`config.mk`:
```
export PLATFORM = sky130hd
export DESIGN_NAME = sddt_cmd_issuer
export DESIGN_NICKNAME = d
export VERILOG_FILES = /design/src/rtl/sddt_cmd_pkg.sv /design/src/rtl/sddt_cmd_decode.sv /design/src/rtl/sddt_cmd_issuer.sv
export SDC_FILE = /design/constraint.sdc
export NUM_CORES = 1
export LEC_CHECK = 0
export ABC_AREA = 1
export ABC_CLOCK_PERIOD_IN_PS = 3800
export CORE_ASPECT_RATIO = 0.9
export CORE_MARGIN = 10
export CORE_UTILIZATION = 26
export DETAILED_ROUTE_END_ITERATION = 10
export GPL_ROUTABILITY_DRIVEN = 0
export MAX_ROUTING_LAYER = met4
export PLACE_DENSITY = 0.49
export SLEW_MARGIN = 20
export SYNTH_ARGS = -nofsm -noshare
export SYNTH_HDL_FRONTEND = slang
export SYNTH_SLANG_ARGS = --single-unit
```
`constraint.sdc`:
```
create_clock -name clk -period 3.8 [get_ports clk]
set_clock_uncertainty 0.2 [all_clocks]
set_input_delay 0.95 -clock clk [delete_from_list [all_inputs] [get_ports clk]]
set_output_delay 0.95 -clock clk [all_outputs]
set_load 0.02 [all_outputs]
```
`src/rtl/sddt_cmd_pkg.sv`:
```
// Shared opcodes, command-word field offsets and FSM encoding for the SDDT command issuer.
package sddt_cmd_pkg;

    localparam int unsigned CmdWidth = 128;

    localparam logic [3:0] OpNop  = 4'd0;
    localparam logic [3:0] OpAct  = 4'd1;
    localparam logic [3:0] OpPre  = 4'd2;
    localparam logic [3:0] OpRd   = 4'd3;
    localparam logic [3:0] OpWr   = 4'd4;
    localparam logic [3:0] OpRef  = 4'd5;
    localparam logic [3:0] OpZq   = 4'd6;
    localparam logic [3:0] OpPall = 4'd7;
    localparam logic [3:0] OpWait = 4'd8;

    localparam int unsigned OpLsb     = 0;
    localparam int unsigned ApBit     = 4;
    localparam int unsigned HalfBlBit = 5;
    localparam int unsigned SlotLsb   = 8;
    localparam int unsigned BgLsb     = 16;
    localparam int unsigned BankLsb   = 24;
    localparam int unsigned ColLsb    = 32;
    localparam int unsigned RowLsb    = 48;
    localparam int unsigned RptLsb    = 72;
    localparam int unsigned RptWidth  = 16;
    localparam int unsigned WaitLsb   = 96;

    typedef enum logic [1:0] {
        StIdle   = 2'd0,
        StRepeat = 2'd1,
        StWait   = 2'd2
    } state_e;

    typedef struct packed {
        logic act;
        logic pre;
        logic rd;
        logic wr;
        logic refr;
        logic zq;
        logic pall;
        logic ap;
        logic half_bl;
    } cmd_flags_t;

endpackage

```
`src/rtl/sddt_cmd_decode.sv`:
```
// Combinational decode of one 128-bit command word into per-slot strobes and address fields.
module sddt_cmd_decode
    import sddt_cmd_pkg::*;
#(
    parameter int unsigned SLOT_WIDTH = 2,
    parameter int unsigned BG_WIDTH   = 2,
    parameter int unsigned BANK_WIDTH = 2,
    parameter int unsigned COL_WIDTH  = 10,
    parameter int unsigned ROW_WIDTH  = 17,
    parameter int unsigned CNT_WIDTH  = 32
) (
    input  logic [CmdWidth-1:0]   word_i,
    output cmd_flags_t            flags_o,
    output logic                  is_ddr_o,
    output logic                  is_wait_o,
    output logic                  is_illegal_o,
    output logic [SLOT_WIDTH-1:0] slot_o,
    output logic [BG_WIDTH-1:0]   bg_o,
    output logic [BANK_WIDTH-1:0] bank_o,
    output logic [COL_WIDTH-1:0]  col_o,
    output logic [ROW_WIDTH-1:0]  row_o,
    output logic [RptWidth-1:0]   rpt_o,
    output logic [CNT_WIDTH-1:0]  wait_o
);

    logic [3:0] opcode;
    logic       unused_word;

    assign opcode = word_i[OpLsb +: 4];
    assign slot_o = word_i[SlotLsb +: SLOT_WIDTH];
    assign bg_o   = word_i[BgLsb +: BG_WIDTH];
    assign bank_o = word_i[BankLsb +: BANK_WIDTH];
    assign col_o  = word_i[ColLsb +: COL_WIDTH];
    assign row_o  = word_i[RowLsb +: ROW_WIDTH];
    assign rpt_o  = word_i[RptLsb +: RptWidth];
    assign wait_o = word_i[WaitLsb +: CNT_WIDTH];

    // Upper bits of several fields are ignored by design.
    assign unused_word = ^word_i;

    always_comb begin
        flags_o      = '0;
        is_ddr_o     = 1'b0;
        is_wait_o    = 1'b0;
        is_illegal_o = 1'b0;
        case (opcode)
            OpNop: ;
            OpAct: begin
                flags_o.act = 1'b1;
                is_ddr_o    = 1'b1;
            end
            OpPre: begin
                flags_o.pre = 1'b1;
                is_ddr_o    = 1'b1;
            end
            OpRd: begin
                flags_o.rd      = 1'b1;
                flags_o.ap      = word_i[ApBit];
                flags_o.half_bl = word_i[HalfBlBit];
                is_ddr_o        = 1'b1;
            end
            OpWr: begin
                flags_o.wr      = 1'b1;
                flags_o.ap      = word_i[ApBit];
                flags_o.half_bl = word_i[HalfBlBit];
                is_ddr_o        = 1'b1;
            end
            OpRef: begin
                flags_o.refr = 1'b1;
                is_ddr_o     = 1'b1;
            end
            OpZq: begin
                flags_o.zq = 1'b1;
                is_ddr_o   = 1'b1;
            end
            OpPall: begin
                flags_o.pall = 1'b1;
                flags_o.pre  = 1'b1;
                is_ddr_o     = 1'b1;
            end
            OpWait:  is_wait_o    = 1'b1;
            default: is_illegal_o = 1'b1;
        endcase
    end

endmodule

```
`src/rtl/sddt_cmd_issuer.sv`:
```
// Pops command words from an AXIS FIFO and drives the slotted DDR command bundle,
// with per-command repeat, timed WAIT, enable gating, sticky error and issue counter.
module sddt_cmd_issuer
    import sddt_cmd_pkg::*;
#(
    parameter int unsigned NSLOTS     = 4,
    parameter int unsigned BG_WIDTH   = 2,
    parameter int unsigned BANK_WIDTH = 2,
    parameter int unsigned COL_WIDTH  = 10,
    parameter int unsigned ROW_WIDTH  = 17,
    parameter int unsigned CNT_WIDTH  = 32
) (
    input  logic                         clk,
    input  logic                         rst,
    input  logic                         enable,
    input  logic [CmdWidth-1:0]          s_cmd_tdata,
    input  logic                         s_cmd_tvalid,
    output logic                         s_cmd_tready,
    output logic [NSLOTS-1:0]            ddr_act,
    output logic [NSLOTS-1:0]            ddr_pre,
    output logic [NSLOTS-1:0]            ddr_read,
    output logic [NSLOTS-1:0]            ddr_write,
    output logic [NSLOTS-1:0]            ddr_ref,
    output logic [NSLOTS-1:0]            ddr_zq,
    output logic [NSLOTS-1:0]            ddr_pall,
    output logic [NSLOTS-1:0]            ddr_ap,
    output logic [NSLOTS-1:0]            ddr_half_bl,
    output logic [NSLOTS-1:0]            ddr_nop,
    output logic [NSLOTS*BG_WIDTH-1:0]   ddr_bg,
    output logic [NSLOTS*BANK_WIDTH-1:0] ddr_bank,
    output logic [NSLOTS*COL_WIDTH-1:0]  ddr_col,
    output logic [NSLOTS*ROW_WIDTH-1:0]  ddr_row,
    output logic                         busy,
    output logic                         err,
    output logic [CNT_WIDTH-1:0]         issued_cnt
);

    localparam int unsigned SlotW = (NSLOTS > 1) ? $clog2(NSLOTS) : 1;

    cmd_flags_t                dec_flags;
    logic                      dec_is_ddr, dec_is_wait, dec_is_illegal;
    logic [SlotW-1:0]          dec_slot;
    logic [BG_WIDTH-1:0]       dec_bg;
    logic [BANK_WIDTH-1:0]     dec_bank;
    logic [COL_WIDTH-1:0]      dec_col;
    logic [ROW_WIDTH-1:0]      dec_row;
    logic [RptWidth-1:0]       dec_rpt;
    logic [CNT_WIDTH-1:0]      dec_wait;

    state_e                    state_q, state_d;
    logic [RptWidth-1:0]       rem_q, rem_d;
    logic [CNT_WIDTH-1:0]      wait_q, wait_d;
    logic                      err_q, err_d;
    logic [CNT_WIDTH-1:0]      cnt_q, cnt_d;
    cmd_flags_t                lat_flags_q, lat_flags_d;
    logic [SlotW-1:0]          lat_slot_q, lat_slot_d;
    logic [BG_WIDTH-1:0]       lat_bg_q, lat_bg_d;
    logic [BANK_WIDTH-1:0]     lat_bank_q, lat_bank_d;
    logic [COL_WIDTH-1:0]      lat_col_q, lat_col_d;
    logic [ROW_WIDTH-1:0]      lat_row_q, lat_row_d;

    cmd_flags_t [NSLOTS-1:0]   flags_q, flags_d;
    logic [NSLOTS-1:0]         nop_q, nop_d;
    logic [NSLOTS*BG_WIDTH-1:0]   bg_q, bg_d;
    logic [NSLOTS*BANK_WIDTH-1:0] bank_q, bank_d;
    logic [NSLOTS*COL_WIDTH-1:0]  col_q, col_d;
    logic [NSLOTS*ROW_WIDTH-1:0]  row_q, row_d;

    logic                      pop, issue;
    cmd_flags_t                iss_flags;
    logic [SlotW-1:0]          iss_slot;
    logic [BG_WIDTH-1:0]       iss_bg;
    logic [BANK_WIDTH-1:0]     iss_bank;
    logic [COL_WIDTH-1:0]      iss_col;
    logic [ROW_WIDTH-1:0]      iss_row;

    sddt_cmd_decode #(
        .SLOT_WIDTH (SlotW),
        .BG_WIDTH   (BG_WIDTH),
        .BANK_WIDTH (BANK_WIDTH),
        .COL_WIDTH  (COL_WIDTH),
        .ROW_WIDTH  (ROW_WIDTH),
        .CNT_WIDTH  (CNT_WIDTH)
    ) u_decode (
        .word_i       (s_cmd_tdata),
        .flags_o      (dec_flags),
        .is_ddr_o     (dec_is_ddr),
        .is_wait_o    (dec_is_wait),
        .is_illegal_o (dec_is_illegal),
        .slot_o       (dec_slot),
        .bg_o         (dec_bg),
        .bank_o       (dec_bank),
        .col_o        (dec_col),
        .row_o        (dec_row),
        .rpt_o        (dec_rpt),
        .wait_o       (dec_wait)
    );

    assign pop = s_cmd_tvalid && s_cmd_tready;

    always_ff @(posedge clk) begin
        if (rst) begin
            state_q     <= StIdle;
            rem_q       <= '0;
            wait_q      <= '0;
            err_q       <= 1'b0;
            cnt_q       <= '0;
            lat_flags_q <= '0;
            lat_slot_q  <= '0;
            lat_bg_q    <= '0;
            lat_bank_q  <= '0;
            lat_col_q   <= '0;
            lat_row_q   <= '0;
            flags_q     <= '0;
            nop_q       <= '1;
            bg_q        <= '0;
            bank_q      <= '0;
            col_q       <= '0;
            row_q       <= '0;
        end else begin
            state_q     <= state_d;
            rem_q       <= rem_d;
            wait_q      <= wait_d;
            err_q       <= err_d;
            cnt_q       <= cnt_d;
            lat_flags_q <= lat_flags_d;
            lat_slot_q  <= lat_slot_d;
            lat_bg_q    <= lat_bg_d;
            lat_bank_q  <= lat_bank_d;
            lat_col_q   <= lat_col_d;
            lat_row_q   <= lat_row_d;
            flags_q     <= flags_d;
            nop_q       <= nop_d;
            bg_q        <= bg_d;
            bank_q      <= bank_d;
            col_q       <= col_d;
            row_q       <= row_d;
        end
    end

    always_comb begin
        state_d     = state_q;
        rem_d       = rem_q;
        wait_d      = wait_q;
        err_d       = err_q;
        lat_flags_d = lat_flags_q;
        lat_slot_d  = lat_slot_q;
        lat_bg_d    = lat_bg_q;
        lat_bank_d  = lat_bank_q;
        lat_col_d   = lat_col_q;
        lat_row_d   = lat_row_q;
        issue       = 1'b0;
        case (state_q)
            StIdle: begin
                if (pop) begin
                    if (dec_is_illegal) begin
                        err_d = 1'b1;
                    end
                    if (dec_is_ddr) begin
                        issue       = 1'b1;
                        lat_flags_d = dec_flags;
                        lat_slot_d  = dec_slot;
                        lat_bg_d    = dec_bg;
                        lat_bank_d  = dec_bank;
                        lat_col_d   = dec_col;
                        lat_row_d   = dec_row;
                        if (dec_rpt != '0) begin
                            state_d = StRepeat;
                            rem_d   = dec_rpt - RptWidth'(1);
                        end
                    end else if (dec_is_wait && (dec_wait != '0)) begin
                        state_d = StWait;
                        wait_d  = dec_wait;
                    end
                end
            end
            StRepeat: begin
                if (enable) begin
                    issue = 1'b1;
                    if (rem_q == '0) begin
                        state_d = StIdle;
                    end else begin
                        rem_d = rem_q - RptWidth'(1);
                    end
                end
            end
            StWait: begin
                if (enable) begin
                    wait_d = wait_q - CNT_WIDTH'(1);
                    if (wait_q == CNT_WIDTH'(1)) begin
                        state_d = StIdle;
                    end
                end
            end
            default: state_d = StIdle;
        endcase
        cnt_d = (issue && (cnt_q != '1)) ? cnt_q + CNT_WIDTH'(1) : cnt_q;
    end

    // First issue comes straight from the decoder; repeats replay the latched copy.
    always_comb begin
        s_cmd_tready = enable && !rst && (state_q == StIdle);
        busy         = (state_q != StIdle);
        iss_flags    = (state_q == StIdle) ? dec_flags : lat_flags_q;
        iss_slot     = (state_q == StIdle) ? dec_slot  : lat_slot_q;
        iss_bg       = (state_q == StIdle) ? dec_bg    : lat_bg_q;
        iss_bank     = (state_q == StIdle) ? dec_bank  : lat_bank_q;
        iss_col      = (state_q == StIdle) ? dec_col   : lat_col_q;
        iss_row      = (state_q == StIdle) ? dec_row   : lat_row_q;
        flags_d      = '0;
        nop_d        = '1;
        bg_d         = '0;
        bank_d       = '0;
        col_d        = '0;
        row_d        = '0;
        for (int unsigned i = 0; i < NSLOTS; i++) begin
            if (issue && (32'(iss_slot) == i)) begin
                flags_d[i]                           = iss_flags;
                nop_d[i]                             = 1'b0;
                bg_d[i*BG_WIDTH +: BG_WIDTH]         = iss_bg;
                bank_d[i*BANK_WIDTH +: BANK_WIDTH]   = iss_bank;
                col_d[i*COL_WIDTH +: COL_WIDTH]      = iss_col;
                row_d[i*ROW_WIDTH +: ROW_WIDTH]      = iss_row;
            end
        end
    end

    for (genvar i = 0; i < NSLOTS; i++) begin : g_slot
        assign ddr_act[i]     = flags_q[i].act;
        assign ddr_pre[i]     = flags_q[i].pre;
        assign ddr_read[i]    = flags_q[i].rd;
        assign ddr_write[i]   = flags_q[i].wr;
        assign ddr_ref[i]     = flags_q[i].refr;
        assign ddr_zq[i]      = flags_q[i].zq;
        assign ddr_pall[i]    = flags_q[i].pall;
        assign ddr_ap[i]      = flags_q[i].ap;
        assign ddr_half_bl[i] = flags_q[i].half_bl;
    end

    assign ddr_nop    = nop_q;
    assign ddr_bg     = bg_q;
    assign ddr_bank   = bank_q;
    assign ddr_col    = col_q;
    assign ddr_row    = row_q;
    assign err        = err_q;
    assign issued_cnt = cnt_q;

endmodule

```
Fig. 1: run 1, floorplan with the power grid
(2 px per micron) Pins as bars on the die edge. Tap cells in gray.
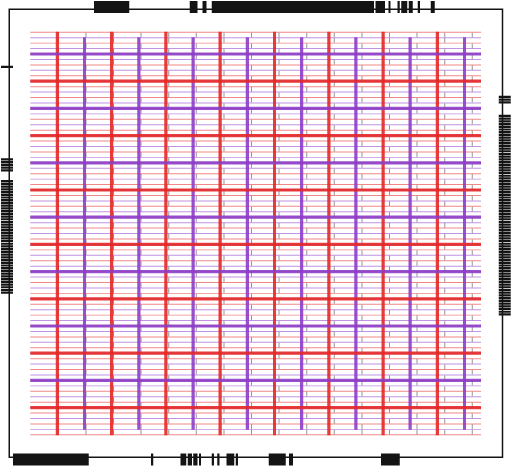
VSS -> red
VDD -> purple
met1 rails = 75
rows = 74
met4 straps = 16

Fig. 2: run 1, placed cells, one color a class
(2 px per micron) Fill, decap, tap and diode cells in gray.
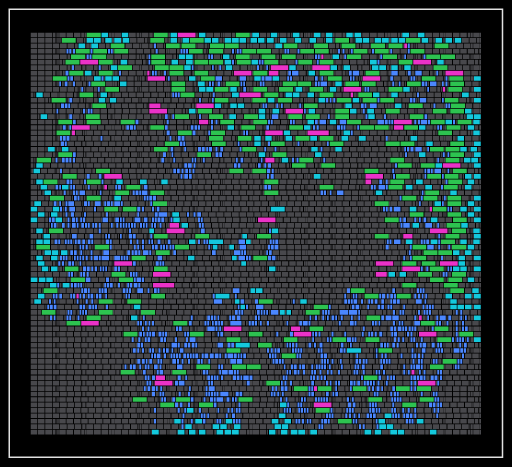
remaining buffers and delay cells -> cyan  # cells 305, share of their area 19%
remaining logic cells -> blue  # cells 1,321, share of their area 37%
registers -> green  # cells 289, share of their area 37%
clock drivers and dummy loads -> magenta  # cells 60, share of their area 7.2%
finished layout cell area: 16,590 sq um
final design utilization: 36.57%
sequential portion of the cell area: 34.87%

==> out/metrics.json, run 1 <==
{
  "status": {
    "outcome": "finished, final reports clean"
  },
  "cells_and_area": {
    "final_layout_top_logic_cells": "sky130_fd_sc_hd__nor2_1, sky130_fd_sc_hd__nand2_1, sky130_fd_sc_hd__dfxtp_1, sky130_fd_sc_hd__clkdlybuf4s50_1, sky130_fd_sc_hd__inv_1",
    "sequential_cell_area_sq_um": 5786,
    "final_cell_count_no_fill": 2590,
    "num-nets-final": 2087,
    "fill_cells": 4782,
    "multiInputGateArea_sq_um": 5331,
    "area_growth_pct": 38.98
  },
  "routing": {
    "dr_wl_met2_microns": 19090,
    "drt_first_pass_iters": 5,
    "detailed_route_wire_length_per_cell_microns": 16.10,
    "first_iter_violations": 694,
    "wl_met1_microns": 18970
  },
  "sta": {
    "rsz0062_at_grt": "no",
    "timing.slew.headroom_pct": 40.98,
    "timing.final.setup_violations": 0,
    "achievable-frequency_ghz": 0.3151,
    "actual_transition_at_the_worst_max_transition_pin_ns": 0.8844,
    "setup_total_negative_slack_ns": 0,
    "report.final.hold_viol_count": 0
  },
  "global_route": {
    "track_usage_pct": 15.07,
    "global_route.overflow_total": 0,
    "grt_start_max_net_pins": 98,
    "antenna_violations_before_repair": 8,
    "grtUsageMet1_pct": 18.42,
    "first_global_vias": 10950
  },
  "power": {
    "p_seq_share_pct": 40.4,
    "p_clk_share_pct": 42.2,
    "post-layout-total-power_mw": 7.851,
    "power_per_cell_area_nw_per_um2": 473.2,
    "power_switching_share_pct": 29.40
  },
  "min_path": {
    "min_delay_path_depth": 2,
    "hold_path.startpoint": "lat_row_q[14]$_SDFFE_PP0P_"
  },
  "setup_path": {
    "r2r.worst_path.cells": 10,
    "crit_slowest_cell": "sky130_fd_sc_hd__clkdlybuf4s50_1",
    "endpoint_kind": "primary output",
    "worstPathCellList": "clkdlybuf4s50_1 > inv_1 > nor3_2 > buf_12",
    "critical_path.max_fanout": 2,
    "timing.critical_path.from": "enable",
    "r2r-end": "rem_q[12]$_SDFFE_PP0P_"
  },
  "clock_network": {
    "clock_pin_slew_of_the_registers_on_the_worst_case_setup_and_hold_paths_ns": 0.06,
    "clock_path_buffers": 3,
    "holdBufCountCts": 0,
    "cts.sink_count": 289
  },
  "synth": {
    "synth_area_per_cell_sq_um": 7.123,
    "synth.area.top_cells": "sky130_fd_sc_hd__dfxtp_1, sky130_fd_sc_hd__nor2_1, sky130_fd_sc_hd__nand2_1",
    "synthesis.yosys.warnings": 0,
    "synthDominantCellAreaShare_pct": 48.46,
    "ys_ff": 289,
    "mappedNetlistArea_sq_um": 11940,
    "synthMostInstantiatedCell": "sky130_fd_sc_hd__nor2_1",
    "synth_async_sr_flop_share_pct": 0,
    "yosys-stat-cells": 1676
  },
  "placed_design": {
    "postPlaceCellArea_sq_um": 15430,
    "numPortBuffers": 289,
    "placed_cells_incl_taps": 2523
  },
  "die": {
    "core_sq_um": 45370
  }
}
Fig. 3: run 1, clock wires, drivers and flops
(1.5 px per micron)
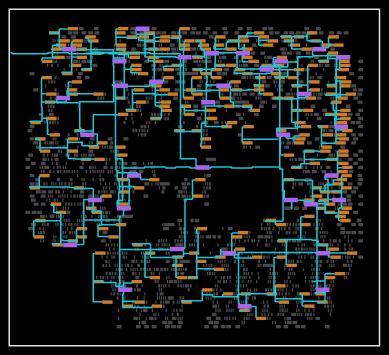
clock-net drivers -> purple  # count 34
clock wires -> cyan  # length 4,260 microns
flip-flops -> orange  # count 289
routed clock nets = 35

Fig. 4: run 1, signal wires by layer
(2 px per micron)
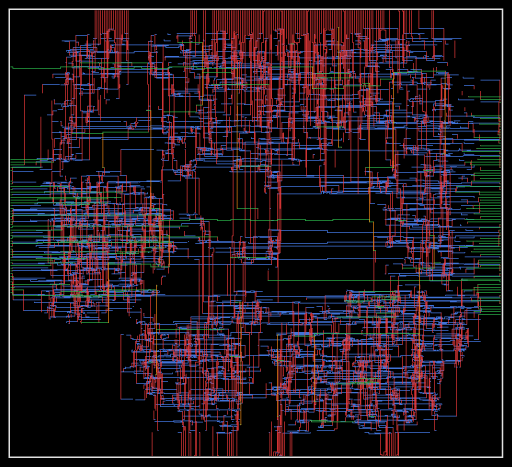
M3 -> green  # wire length 2,910 microns
M1 -> blue  # wire length 19,000 microns
M4 -> orange  # wire length 732 microns
M2 -> red  # wire length 19,100 microns

## run 1: cell type report
class	count	area share [%]
antenna	7	0.1056
clock buffer	48	5.927
clock inverter	12	0.9728
inverter	127	2.888
multi-input combinational	1194	32.13
sequential	289	34.87
tap	608	4.585
timing repair buffer	305	18.52
## run 1: worst min-delay path, cell delays in order (launching register included)
cell                      delay [ns]
sky130_fd_sc_hd__dfxtp_1        0.32
sky130_fd_sc_hd__nor2_1         0.05
sky130_fd_sc_hd__nor2_1         0.08
## run 1: logic make-up after synthesis
kind of cell | share of synthesized area [%]
multiplexers | 2.180
flip-flops | 48.46
AND-OR/OR-AND | 8.185
buffers and inverters | 7.116
AND/OR/NAND/NOR | 31.95
XOR/XNOR | 1.687
adder cells (fa/ha/maj) | 0.4192
==> inputs of run 2 (changes only) <==
--- a/config.mk
+++ b/config.mk
@@ -6,14 +6,14 @@
 export NUM_CORES = 1
 export LEC_CHECK = 0
 export ABC_AREA = 1
-export ABC_CLOCK_PERIOD_IN_PS = 3800
+export ABC_CLOCK_PERIOD_IN_PS = 2650
 export CORE_ASPECT_RATIO = 0.9
 export CORE_MARGIN = 10
 export CORE_UTILIZATION = 26
 export DETAILED_ROUTE_END_ITERATION = 10
 export GPL_ROUTABILITY_DRIVEN = 0
 export MAX_ROUTING_LAYER = met4
-export PLACE_DENSITY = 0.49
+export PLACE_DENSITY = 0.5
 export SLEW_MARGIN = 20
 export SYNTH_ARGS = -nofsm -noshare
 export SYNTH_HDL_FRONTEND = slang
==> constraint.sdc (replaced) <==
create_clock -name clk -period 2.65 [get_ports clk]
set_clock_uncertainty 0.2 [all_clocks]
set_input_delay 0.6625 -clock clk [delete_from_list [all_inputs] [get_ports clk]]
set_output_delay 0.6625 -clock clk [all_outputs]
set_load 0.02 [all_outputs]
Fig. 5: run 2, floorplan with the power grid
(2 px per micron) Pins as bars on the die edge. Tap cells in gray.
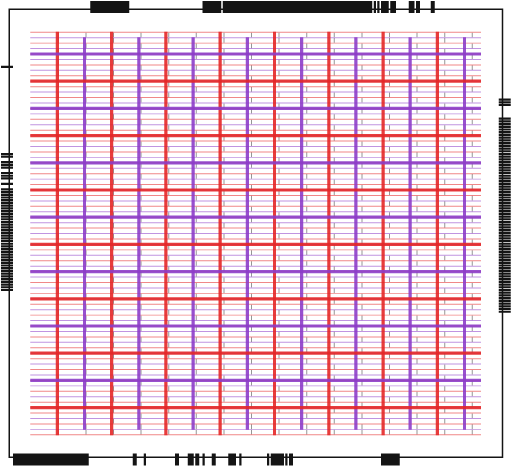
VSS -> red
VDD -> purple
met1 rails = 75
signal pins = 331
rows = 74
met4 straps = 16

==> run 2 against run 1 <==
Against the previous run: combinational power rose by 54%; register-to-register slack got worse by 0.67 ns; sequential power increased by 43%; setup slack worse by 0.53 ns; global-route usage about the same; sequential share of layout area is 1.6 points lower; synthesized cell count stayed put; clock power grew 61%; flip-flop count unchanged; synthesized area is the same.
==> out/metrics.json, run 2 <==
{
  "setup_path": {
    "crit_slowest_cell": {"value": "sky130_fd_sc_hd__clkdlybuf4s50_1", "change": "unchanged"},
    "r2r.worst_path.cells": {"value": 12, "change": "was 10"},
    "timing.critical_path.from": {"value": "issued_cnt[2]$_SDFFE_PP0P_", "change": "was enable"},
    "r2r-end": {"value": "rem_q[12]$_SDFFE_PP0P_", "change": "unchanged"},
    "critical_path.max_fanout": {"value": 6, "change": "was 2"}
  },
  "global_route": {
    "global_route.overflow_total": {"value": 0, "change": "unchanged"},
    "first_global_vias": {"value": 11310, "change": "was 10,950"},
    "track_usage": {"value": 15.02, "unit": "%", "change": "was 15.07%"},
    "antenna_violations_before_repair": {"value": 4, "change": "was 8"}
  },
  "cells_and_area": {
    "insertedDiodeCount": {"value": 4, "change": "was 7"},
    "fill_cells": {"value": 4710, "change": "was 4,782"},
    "layout.non_clock_inverters": {"value": 127, "change": "unchanged"},
    "final_layout_top_logic_cells": {"value": "sky130_fd_sc_hd__nor2_1, sky130_fd_sc_hd__nand2_1, sky130_fd_sc_hd__dfxtp_1, sky130_fd_sc_hd__clkdlybuf4s50_1, sky130_fd_sc_hd__inv_1", "change": "unchanged"},
    "post-route-cell-area": {"value": 17420, "unit": "sq um", "change": "was 16,590 sq um"},
    "multiInputGateArea": {"value": 5331, "unit": "sq um", "change": "unchanged"},
    "num-nets-final": {"value": 2158, "change": "was 2,087"},
    "logic_gates": {"value": 1194, "change": "unchanged"},
    "final_cell_count_no_fill": {"value": 2661, "change": "was 2,590"},
    "sequential_cell_area": {"value": 5787, "unit": "sq um", "change": "was 5786 sq um"},
    "nNonClkBuffers": {"value": 374, "change": "was 305"},
    "nonClkBufAreaFrac": {"value": 21.55, "unit": "%", "change": "was 18.52%"},
    "finalCoreUtilization": {"value": 38.39, "unit": "%", "change": "was 36.57%"},
    "area.share.combinational": {"value": 30.61, "unit": "%", "change": "was 32.13%"},
    "sh_seq_area": {"value": 33.23, "unit": "%", "change": "was 34.87%"},
    "clockNetworkAreaShare": {"value": 7.435, "unit": "%", "change": "was 6.900%"},
    "dominant_cells": {"value": "flip-flops and latches", "change": "unchanged"}
  },
  "sta": {
    "achievable-frequency_ghz": 0.3916,
    "report.final.hold_viol_count": {"value": 0, "change": "unchanged"},
    "timing.final.setup_violations": {"value": 0, "change": "unchanged"},
    "actual_transition_at_the_worst_max_transition_pin": {"value": 0.7678, "unit": "ns", "change": "was 0.8844 ns"},
    "timing.slew.headroom": {"value": 48.28, "unit": "%", "change": "was 40.98%"},
    "rsz0062_at_grt": {"value": "no", "change": "unchanged"}
  },
  "die": {
    "core": {"value": 45370, "unit": "sq um", "change": "unchanged"},
    "tap_cells": {"value": 608, "change": "unchanged"}
  },
  "min_path": {
    "min_delay_path_depth": {"value": 2, "change": "unchanged"},
    "hold_path.startpoint": {"value": "lat_row_q[13]$_SDFFE_PP0P_", "change": "was lat_row_q[14]$_SDFFE_PP0P_"}
  },
  "status": {
    "outcome": {"value": "finished, final reports clean", "change": "unchanged"}
  },
  "synth": {
    "synth-adder-area-share": {"value": 0.4192, "unit": "%", "change": "unchanged"},
    "synth_simple_gate_area_share": {"value": 31.95, "unit": "%", "change": "unchanged"},
    "yosys-stat-cells": {"value": 1676, "change": "unchanged"},
    "yosys.area_share.aoi": {"value": 8.185, "unit": "%", "change": "unchanged"},
    "synthMostInstantiatedCell": {"value": "sky130_fd_sc_hd__nor2_1", "change": "unchanged"},
    "synthDominantCellAreaShare": {"value": 48.46, "unit": "%", "change": "unchanged"},
    "ys_ff": {"value": 289, "change": "unchanged"},
    "synth.area.top_cells": {"value": "sky130_fd_sc_hd__dfxtp_1, sky130_fd_sc_hd__nor2_1, sky130_fd_sc_hd__nand2_1", "change": "unchanged"},
    "synthesis.yosys.warnings": {"value": 0, "change": "unchanged"}
  },
  "routing": {
    "wl_met1": {"value": 19030, "unit": "microns", "change": "was 18,970 microns"},
    "detailed_route_wire_length_per_cell": {"value": 15.50, "unit": "microns", "change": "was 16.10 microns"},
    "dr_wl_met2": {"value": 18960, "unit": "microns", "change": "was 19,090 microns"},
    "drt_first_pass_iters": {"value": 5, "change": "unchanged"}
  },
  "placed_design": {
    "placed_cells_incl_taps": {"value": 2592, "change": "was 2,523"},
    "numPortBuffers": {"value": 289, "change": "unchanged"},
    "postPlaceCellArea": {"value": 16110, "unit": "sq um", "change": "was 15,430 sq um"}
  },
  "clock_network": {
    "clock_pin_slew_of_the_registers_on_the_worst_case_setup_and_hold_paths": {"value": 0.06, "unit": "ns", "change": "about the same"},
    "clock_path_buffers": {"value": 3, "change": "unchanged"}
  },
  "power": {
    "power_switching_share": {"value": 27.98, "unit": "%", "change": "was 29.40%"},
    "p_seq_share": {"value": 37.9, "unit": "%", "change": "was 40.4%"},
    "p_clk_share": {"value": 44.6, "unit": "%", "change": "was 42.2%"}
  }
}
[run 2: netlist changes by cell type in the layout (fill, tap and decap cells not counted), moves of 2 or more]
| cell | change |
|---|---|
| sky130_fd_sc_hd__buf_4 | +55 |
| sky130_fd_sc_hd__buf_12 | +13 |
| sky130_fd_sc_hd__bufinv_16 | +5 |
| sky130_fd_sc_hd__clkbuf_16 | +3 |
| sky130_fd_sc_hd__clkbuf_8 | -3 |
| sky130_fd_sc_hd__clkdlybuf4s50_1 | -3 |
| sky130_fd_sc_hd__diode_2 | -3 |
| sky130_fd_sc_hd__dlygate4sd2_1 | +3 |
| sky130_fd_sc_hd__clkinv_8 | -2 |
| sky130_fd_sc_hd__clkinvlp_4 | +2 |
| sky130_fd_sc_hd__inv_6 | +2 |
==> inputs of run 3 (changes only) <==
--- a/config.mk
+++ b/config.mk
@@ -6,12 +6,13 @@
 export NUM_CORES = 1
 export LEC_CHECK = 0
 export ABC_AREA = 1
-export ABC_CLOCK_PERIOD_IN_PS = 2650
+export ABC_CLOCK_PERIOD_IN_PS = 2130
 export CORE_ASPECT_RATIO = 0.9
 export CORE_MARGIN = 10
 export CORE_UTILIZATION = 26
 export DETAILED_ROUTE_END_ITERATION = 10
 export GPL_ROUTABILITY_DRIVEN = 0
+export HOLD_SLACK_MARGIN = 0.03
 export MAX_ROUTING_LAYER = met4
 export PLACE_DENSITY = 0.5
 export SLEW_MARGIN = 20
==> constraint.sdc (replaced) <==
create_clock -name clk -period 2.13 [get_ports clk]
set_clock_uncertainty 0.2 [all_clocks]
set_input_delay 0.5325 -clock clk [delete_from_list [all_inputs] [get_ports clk]]
set_output_delay 0.5325 -clock clk [all_outputs]
set_load 0.02 [all_outputs]
Fig. 6: run 3, clock wires, drivers and flops
(1.5 px per micron)
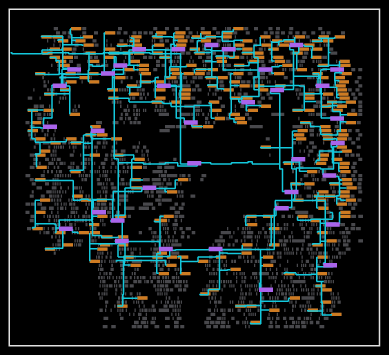
clock wires -> cyan  # length 4,300 microns
flip-flops -> orange  # count 289
clock-net drivers -> purple  # count 35
flops lie = widely spread
worst skew pair latency: 0.53 ns
power share of the clock group: 40.8%

==> run 3 against run 2 <==
Against the previous run: the flow now finishes with violations (setup timing); clock-buffer cell count up 2; sequential share of layout area is 1.1 points lower; clock power rose by 11%; global-route usage grew 0.21 points.
==> out/metrics.json, run 3 <==
{
  "synth": {
    "synth.area.top_cells": {"value": "sky130_fd_sc_hd__dfxtp_1, sky130_fd_sc_hd__nor2_1, sky130_fd_sc_hd__nand2_1", "change": "unchanged"},
    "yosys.area_share.aoi": {"value": 8.185, "unit": "%", "change": "unchanged"},
    "synthDominantCellAreaShare": {"value": 48.46, "unit": "%", "change": "unchanged"},
    "xor_and_xnor_area_share_after_synthesis": {"value": 1.687, "unit": "%", "change": "unchanged"},
    "synth-adder-area-share": {"value": 0.4192, "unit": "%", "change": "unchanged"},
    "yosys-stat-cells": {"value": 1676, "change": "unchanged"},
    "synthMostInstantiatedCell": {"value": "sky130_fd_sc_hd__nor2_1", "change": "unchanged"}
  },
  "cells_and_area": {
    "final_cell_count_no_fill": {"value": 2744, "change": "was 2,661"},
    "multiInputGateArea": {"value": 5473, "unit": "sq um", "change": "was 5331 sq um"},
    "sh_seq_area": {"value": 32.14, "unit": "%", "change": "was 33.23%"},
    "nonClkBufAreaFrac": {"value": 24.24, "unit": "%", "change": "was 21.55%"},
    "clockNetworkAreaShare": {"value": 6.356, "unit": "%", "change": "was 7.435%"},
    "area_growth": {"value": 51.04, "unit": "%", "change": "was 45.88%"},
    "area.share.combinational": {"value": 30.35, "unit": "%", "change": "was 30.61%"},
    "sequential_cell_area": {"value": 5796, "unit": "sq um", "change": "was 5787 sq um"},
    "finalCoreUtilization": {"value": 39.75, "unit": "%", "change": "was 38.39%"},
    "clock_buffer_count": {"value": 49, "change": "was 47"}
  },
  "global_route": {
    "first_global_vias": {"value": 11660, "change": "was 11,310"},
    "grtUsageMet1": {"value": 18.82, "unit": "%", "change": "was 18.87%"},
    "antenna_violations_before_repair": {"value": 2, "change": "was 4"},
    "global_route.overflow_total": {"value": 0, "change": "unchanged"}
  },
  "setup_path": {
    "critical_path.max_fanout": {"value": 4, "change": "was 6"},
    "worstPathCellList": {"value": "inv_4 > nand2_4 > nor3_2 > buf_4 > buf_6", "change": "was clkdlybuf4s50_1"}
  },
  "routing": {
    "wl_met1": {"value": 20150, "unit": "microns", "change": "was 19,030 microns"},
    "first_iter_violations": {"value": 644, "change": "was 711"}
  },
  "sta": {
    "setup_total_negative_slack": {"value": -0.01270, "unit": "ns", "change": "was 0 ns"},
    "finalWorstSetupSlack": {"value": -0.01270, "unit": "ns", "change": "was 0.09646 ns"},
    "timing.final.setup_violations": {"value": 1, "change": "was 0"}
  },
  "clock_network": {
    "clock_pin_slew_of_the_registers_on_the_worst_case_setup_and_hold_paths": {"value": 0.06, "unit": "ns", "change": "about the same"},
    "holdBufCountCts": {"value": 0, "change": "unchanged"}
  },
  "status": {
    "outcome": {"value": "finished, violations left", "change": "was finished, final reports clean"},
    "violations": "setup timing"
  },
  "min_path": {
    "hold_path.startpoint": {"value": "s_cmd_tdata[0]", "change": "was lat_row_q[13]$_SDFFE_PP0P_"},
    "min_delay_path_depth": {"value": 5, "change": "was 2"}
  },
  "power": {
    "post-layout-total-power": {"value": 14.53, "unit": "mW", "change": "was 11.98 mW"}
  },
  "die": {
    "tap_cells": {"value": 608, "change": "unchanged"}
  }
}
[run 3: worst max-delay path by stage]
stage | slack, ns | endpoint
2_1_floorplan | 0.06 | issued_cnt[20]$_SDFFE_PP0P_
3_3_place_gp | -0.76 | rem_q[13]$_SDFFE_PP0P_
3_5_place_dp | -0.77 | rem_q[13]$_SDFFE_PP0P_
4_1_cts | -0.05 | s_cmd_tready
5_1_grt | -0.1 | s_cmd_tready
6_report | -0.01 | s_cmd_tready
[run 3: worst register-to-register path: cells and delay by family, from the launching register on]
family                 cells  cell delay (ns)
AOI/OAI and AO/OA          1             0.08
DFF                        1             0.37
buffers and inverters      5             0.74
and+or+nand+nor            4             0.61
[run 3: what timing repair did]
action,CTS,global route
setup buffers,0,4
gates resized,227,62
pin swaps,0,8
endpoints found under the setup margin,285,111
gates cloned,0,8
Power is estimated from default activity; no workload was simulated.
